<file path="config.mk">
export PLATFORM = sky130hd
export DESIGN_NAME = mc_controller
export DESIGN_NICKNAME = d
export VERILOG_FILES = /design/src/rtl/mc_controller.sv
export SDC_FILE = /design/constraint.sdc
export NUM_CORES = 1
export LEC_CHECK = 0
export ABC_AREA = 1
export CAP_MARGIN = 5
export CELL_PAD_IN_SITES_DETAIL_PLACEMENT = 1
export CELL_PAD_IN_SITES_GLOBAL_PLACEMENT = 2
export CORE_AREA = 5 5 82 84
export CTS_BUF_LIST = sky130_fd_sc_hd__clkbuf_8
export CTS_CLUSTER_DIAMETER = 40
export DETAILED_ROUTE_END_ITERATION = 16
export DIE_AREA = 0 0 87 89
export PLACE_DENSITY = 0.83
export REMOVE_ABC_BUFFERS = 1
export SLEW_MARGIN = 20
export SYNTH_ARGS = -nofsm -noshare
export SYNTH_HDL_FRONTEND = slang
export SYNTH_SLANG_ARGS = --single-unit
</file>
<file path="constraint.sdc">
create_clock -name clk -period 1.37 [get_ports clk]
set_input_delay 0.2055 -clock clk [delete_from_list [all_inputs] [get_ports clk]]
set_output_delay 0.2055 -clock clk [all_outputs]
set_load 0.02 [all_outputs]
</file>
<file path="src/rtl/mc_controller.sv">
// Multicycle RV32I control unit: Moore FSM that sequences fetch, decode and execute
// over one shared memory port, with an optional M-extension handshake and a sticky trap.
module mc_controller #(
  parameter int ALUCTRL_W  = 4,
  parameter bit ENABLE_M   = 1'b1,
  parameter bit BRANCH_ALL = 1'b1
) (
  input  logic                 clk,
  input  logic                 reset_n,
  input  logic [6:0]           op,
  input  logic [2:0]           funct3,
  input  logic [6:0]           funct7,
  input  logic                 Zero,
  input  logic                 Lt,
  input  logic                 Ltu,
  input  logic                 mem_ready,
  input  logic                 mext_done,
  output logic                 mem_req,
  output logic                 MemWrite,
  output logic                 IRWrite,
  output logic                 PCWrite,
  output logic                 AdrSrc,
  output logic [1:0]           ALUSrcA,
  output logic [1:0]           ALUSrcB,
  output logic [1:0]           ResultSrc,
  output logic [2:0]           ImmSrc,
  output logic                 RegWrite,
  output logic [ALUCTRL_W-1:0] ALUControl,
  output logic                 mext_start,
  output logic                 illegal
);
  localparam logic [6:0] OP_LOAD = 7'b0000011, OP_STORE = 7'b0100011, OP_R   = 7'b0110011,
                         OP_I    = 7'b0010011, OP_BR    = 7'b1100011, OP_JAL = 7'b1101111,
                         OP_LUI  = 7'b0110111;
  localparam logic [6:0] F7_MEXT = 7'b0000001;
  localparam logic [3:0] A_ADD = 4'd0, A_SUB = 4'd1, A_AND = 4'd2, A_OR  = 4'd3, A_XOR = 4'd4,
                         A_SLT = 4'd5, A_SLTU = 4'd6, A_SLL = 4'd7, A_SRL = 4'd8, A_SRA = 4'd9;

  typedef enum logic [3:0] {
    S_FETCH, S_DECODE, S_MEMADR, S_MEMREAD, S_MEMWB, S_MEMWRITE, S_EXECR,
    S_EXECI, S_ALUWB, S_MEXT, S_BRANCH, S_JAL, S_LUI, S_TRAP
  } state_t;

  state_t state_q, state_d;
  logic   mext_wait_q, mext_wait_d;
  logic   br_legal, br_cond;
  logic [3:0] exec_fn, alu4;

  always_comb begin
    br_legal = 1'b0;
    br_cond  = 1'b0;
    case (funct3)
      3'b000: begin br_legal = 1'b1;       br_cond = Zero;  end
      3'b001: begin br_legal = 1'b1;       br_cond = !Zero; end
      3'b100: begin br_legal = BRANCH_ALL; br_cond = Lt;    end
      3'b101: begin br_legal = BRANCH_ALL; br_cond = !Lt;   end
      3'b110: begin br_legal = BRANCH_ALL; br_cond = Ltu;   end
      3'b111: begin br_legal = BRANCH_ALL; br_cond = !Ltu;  end
      default: ;
    endcase
  end

  // Immediate forms never subtract; only funct3=101 uses funct7[5] for both forms.
  always_comb begin
    case (funct3)
      3'b000:  exec_fn = (state_q == S_EXECR && funct7[5]) ? A_SUB : A_ADD;
      3'b001:  exec_fn = A_SLL;
      3'b010:  exec_fn = A_SLT;
      3'b011:  exec_fn = A_SLTU;
      3'b100:  exec_fn = A_XOR;
      3'b101:  exec_fn = funct7[5] ? A_SRA : A_SRL;
      3'b110:  exec_fn = A_OR;
      default: exec_fn = A_AND;
    endcase
  end

  always_comb begin
    state_d     = state_q;
    mext_wait_d = (state_q == S_MEXT) && !mext_done;
    case (state_q)
      S_FETCH:    if (mem_ready) state_d = S_DECODE;
      S_DECODE: begin
        case (op)
          OP_LOAD, OP_STORE: state_d = S_MEMADR;
          OP_R: begin
            if (funct7 == F7_MEXT) state_d = ENABLE_M ? S_MEXT : S_TRAP;
            else                   state_d = S_EXECR;
          end
          OP_I:    state_d = S_EXECI;
          OP_BR:   state_d = S_BRANCH;
          OP_JAL:  state_d = S_JAL;
          OP_LUI:  state_d = S_LUI;
          default: state_d = S_TRAP;
        endcase
      end
      S_MEMADR:   state_d = (op == OP_LOAD) ? S_MEMREAD : S_MEMWRITE;
      S_MEMREAD:  if (mem_ready) state_d = S_MEMWB;
      S_MEMWRITE: if (mem_ready) state_d = S_FETCH;
      S_MEMWB, S_ALUWB: state_d = S_FETCH;
      S_EXECR, S_EXECI, S_JAL, S_LUI: state_d = S_ALUWB;
      S_MEXT:     if (mext_done) state_d = S_FETCH;
      S_BRANCH:   state_d = br_legal ? S_FETCH : S_TRAP;
      S_TRAP:     state_d = S_TRAP;
      default:    state_d = S_FETCH;
    endcase
  end

  always_ff @(posedge clk or negedge reset_n) begin
    if (!reset_n) begin
      state_q     <= S_FETCH;
      mext_wait_q <= 1'b0;
    end else begin
      state_q     <= state_d;
      mext_wait_q <= mext_wait_d;
    end
  end

  // Everything is forced low while reset is held, including the FETCH defaults.
  always_comb begin
    mem_req = 1'b0; MemWrite = 1'b0; IRWrite = 1'b0; PCWrite = 1'b0; AdrSrc = 1'b0;
    ALUSrcA = 2'b00; ALUSrcB = 2'b00; ResultSrc = 2'b00; ImmSrc = 3'b000;
    RegWrite = 1'b0; mext_start = 1'b0; illegal = 1'b0; alu4 = A_ADD;
    if (reset_n) begin
      case (state_q)
        S_FETCH: begin
          mem_req = 1'b1; ALUSrcB = 2'b10; ResultSrc = 2'b10;
          IRWrite = mem_ready; PCWrite = mem_ready;
        end
        S_DECODE: begin
          ALUSrcA = 2'b01; ALUSrcB = 2'b01;
          ImmSrc  = (op == OP_JAL) ? 3'b011 : 3'b010;
        end
        S_MEMADR: begin
          ALUSrcA = 2'b10; ALUSrcB = 2'b01;
          ImmSrc  = (op == OP_STORE) ? 3'b001 : 3'b000;
        end
        S_MEMREAD:  begin mem_req = 1'b1; AdrSrc = 1'b1; end
        S_MEMWB:    begin ResultSrc = 2'b01; RegWrite = 1'b1; end
        S_MEMWRITE: begin mem_req = 1'b1; MemWrite = 1'b1; AdrSrc = 1'b1; end
        S_EXECR:    begin ALUSrcA = 2'b10; alu4 = exec_fn; end
        S_EXECI:    begin ALUSrcA = 2'b10; ALUSrcB = 2'b01; alu4 = exec_fn; end
        S_ALUWB:    RegWrite = 1'b1;
        S_MEXT: begin
          mext_start = !mext_wait_q;
          if (mext_done) begin RegWrite = 1'b1; ResultSrc = 2'b11; end
        end
        S_BRANCH: begin
          ALUSrcA = 2'b10; ImmSrc = 3'b010; alu4 = A_SUB;
          PCWrite = br_legal && br_cond;
        end
        S_JAL:  begin ALUSrcA = 2'b01; ALUSrcB = 2'b10; PCWrite = 1'b1; end
        S_LUI:  begin ALUSrcA = 2'b10; ALUSrcB = 2'b01; ImmSrc = 3'b100; end
        S_TRAP: illegal = 1'b1;
        default: ;
      endcase
    end
  end

  assign ALUControl = ALUCTRL_W'(alu4);
endmodule

</file>
==> run_1/congestion.png <==
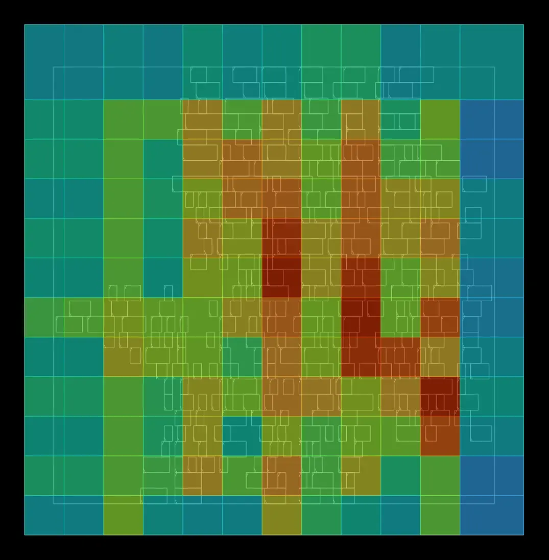
global-route usage over all layers: 11.6%
met1 GRT Util: 12.6%
Top Usage Layer GRT: met2
drt wl/cell: 13.3 um
GRT met3 Usage: 1.01%

==> run_1/layer_met3.png <==
Bar = 20 um.
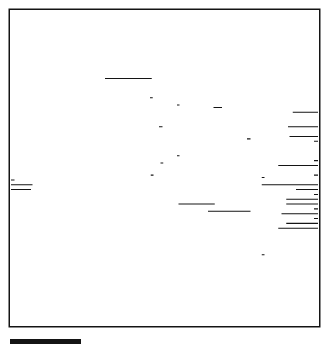
The longest straight run is 15.5 um. The layer carries 158 um of wire. The wires run mostly horizontal. 26 nets have wire on it.
Via Count: 1569
DRT Wirelength: 4840 um

==> run_1/clk_routes.png <==
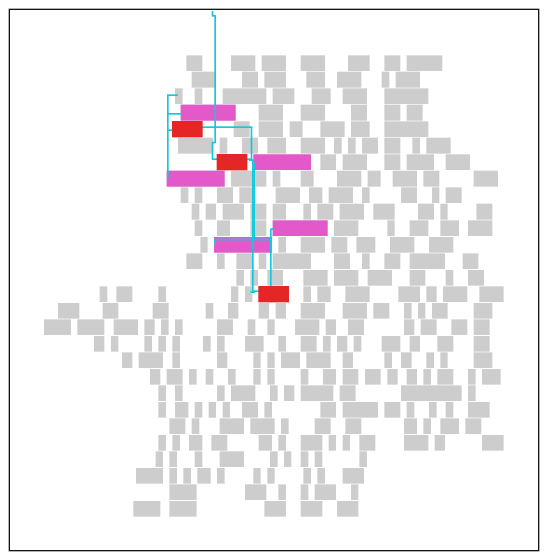
Red shows clock drivers, count 3. Cyan shows clock wires, length 127 um. Magenta shows flip-flops, count 5.
There are 4 routed clock nets.
power share of the clock group: 10.0%
Worst Clk Skew: 0.00426 ns
P_clk: 0.275 mW

==> results.toml, run 1 <==
# synthesis and place-and-route metrics
[cells_and_area]
seq_share_pct = 5.58
clock_cell_area_share_pct = 1.95
dominant-cell-class = "combinational gates"
reg_top3 = "state_q x4, mext_wait_q x1"
nonClockBufferCount = 97
drive_gt1_share_pct = 51.2

[run]
tool_warnings = 27

[sta]
fin_ws_ns = -0.445
worst_pin_slew_ns = 0.310
setup_viol = 24
hold_violations = 0

[route]
route.detailed.drc = 0
wl_met3_um = 157

[status]
outcome = "finished, violations left"
violations = "negative setup slack"

[setup_path]
start_kind = "register"
crit_start = "state_q[3]"
crit_chain = "inv_2 -> nor2_4 -> inv_2 -> nor2_4 -> nand2_2 -> a21oi_4 -> a31o_1 -> buf_4"

[power_and_ir_drop]
pwr-share-seq_pct = 10.9
switching_share_pct = 48.9

[clock_tree]
clockRootBuffer = "clkbuf_8"

[synth]
syn_area_per_cell_um2 = 5.44
top_cell_area_share_pct = 23.0
synth.most_common_cell = "nand2_1"

[global_route]
grt_pass1_vias = 1670
==> run 2: changes to the inputs <==
- CTS_BUF_LIST: sky130_fd_sc_hd__clkbuf_8 -> sky130_fd_sc_hd__clkbuf_8 sky130_fd_sc_hd__clkbuf_16
==> results.toml, run 2 <==
# synthesis and place-and-route metrics
[status]
outcome = "finished, violations left"
violations = "negative setup slack"

[cells_and_area]
comb_cells = 147
seq_share_pct = 5.58
comb_area_um2 = 1010
inv_count = 36
reg_top3 = "state_q x4, mext_wait_q x1"
clock_cell_area_share_pct = 1.95
dominant-cell-class = "combinational gates"
drive_gt1_share_pct = 51.2
nonClockBufferCount = 97

[run]
tool_warnings = 27

[synth]
syn_area_per_cell_um2 = 5.44
synth.most_common_cell = "nand2_1"
synthAoiAreaFrac_pct = 20.2
ys.flops = 5
synthMuxAreaShare_pct = 0
top_cell_area_share_pct = 23.0

[route]
wl_met3_um = 157
route.detailed.drc = 0
wl_per_cell_um = 13.3
routed_wl_um = 4840
num_vias = 1569

[power_and_ir_drop]
switching_share_pct = 48.9
clock_net_power_mw = 0.275
powerDensity_nw_per_um2 = 1190
power_frac_clock_pct = 10.0
pwr-share-seq_pct = 10.9

[sta]
hold_violations = 0
setup_viol = 24
skew_ns = 0.00426
fin_ws_ns = -0.445
worst_pin_slew_ns = 0.310
rsz0062_at_grt = "true"

[setup_path]
crit_start = "state_q[3]"
start_kind = "register"
crit_chain = "inv_2 -> nor2_4 -> inv_2 -> nor2_4 -> nand2_2 -> a21oi_4 -> a31o_1 -> buf_4"
reg2reg_from = "state_q[3]"

[clock_tree]
cts.repair.resized = 149
clockRootBuffer = "clkbuf_8"

[global_route]
grt.total_usage_pct = 11.6
globalRouteMet3Util_pct = 1.01
grt_pass1_vias = 1670
top_usage_layer = "met2"

[placed_design]
finalWeightedCongestion = 0.828
==> run_2/layer_met3.png <==
Bar = 20 um.
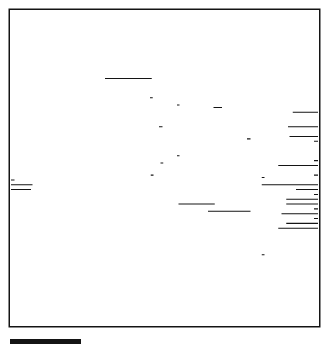
The wires run mostly horizontal. 26 nets have wire on it. The layer holds 3.3% of the routed length.

Power and IR drop assume default switching activity.
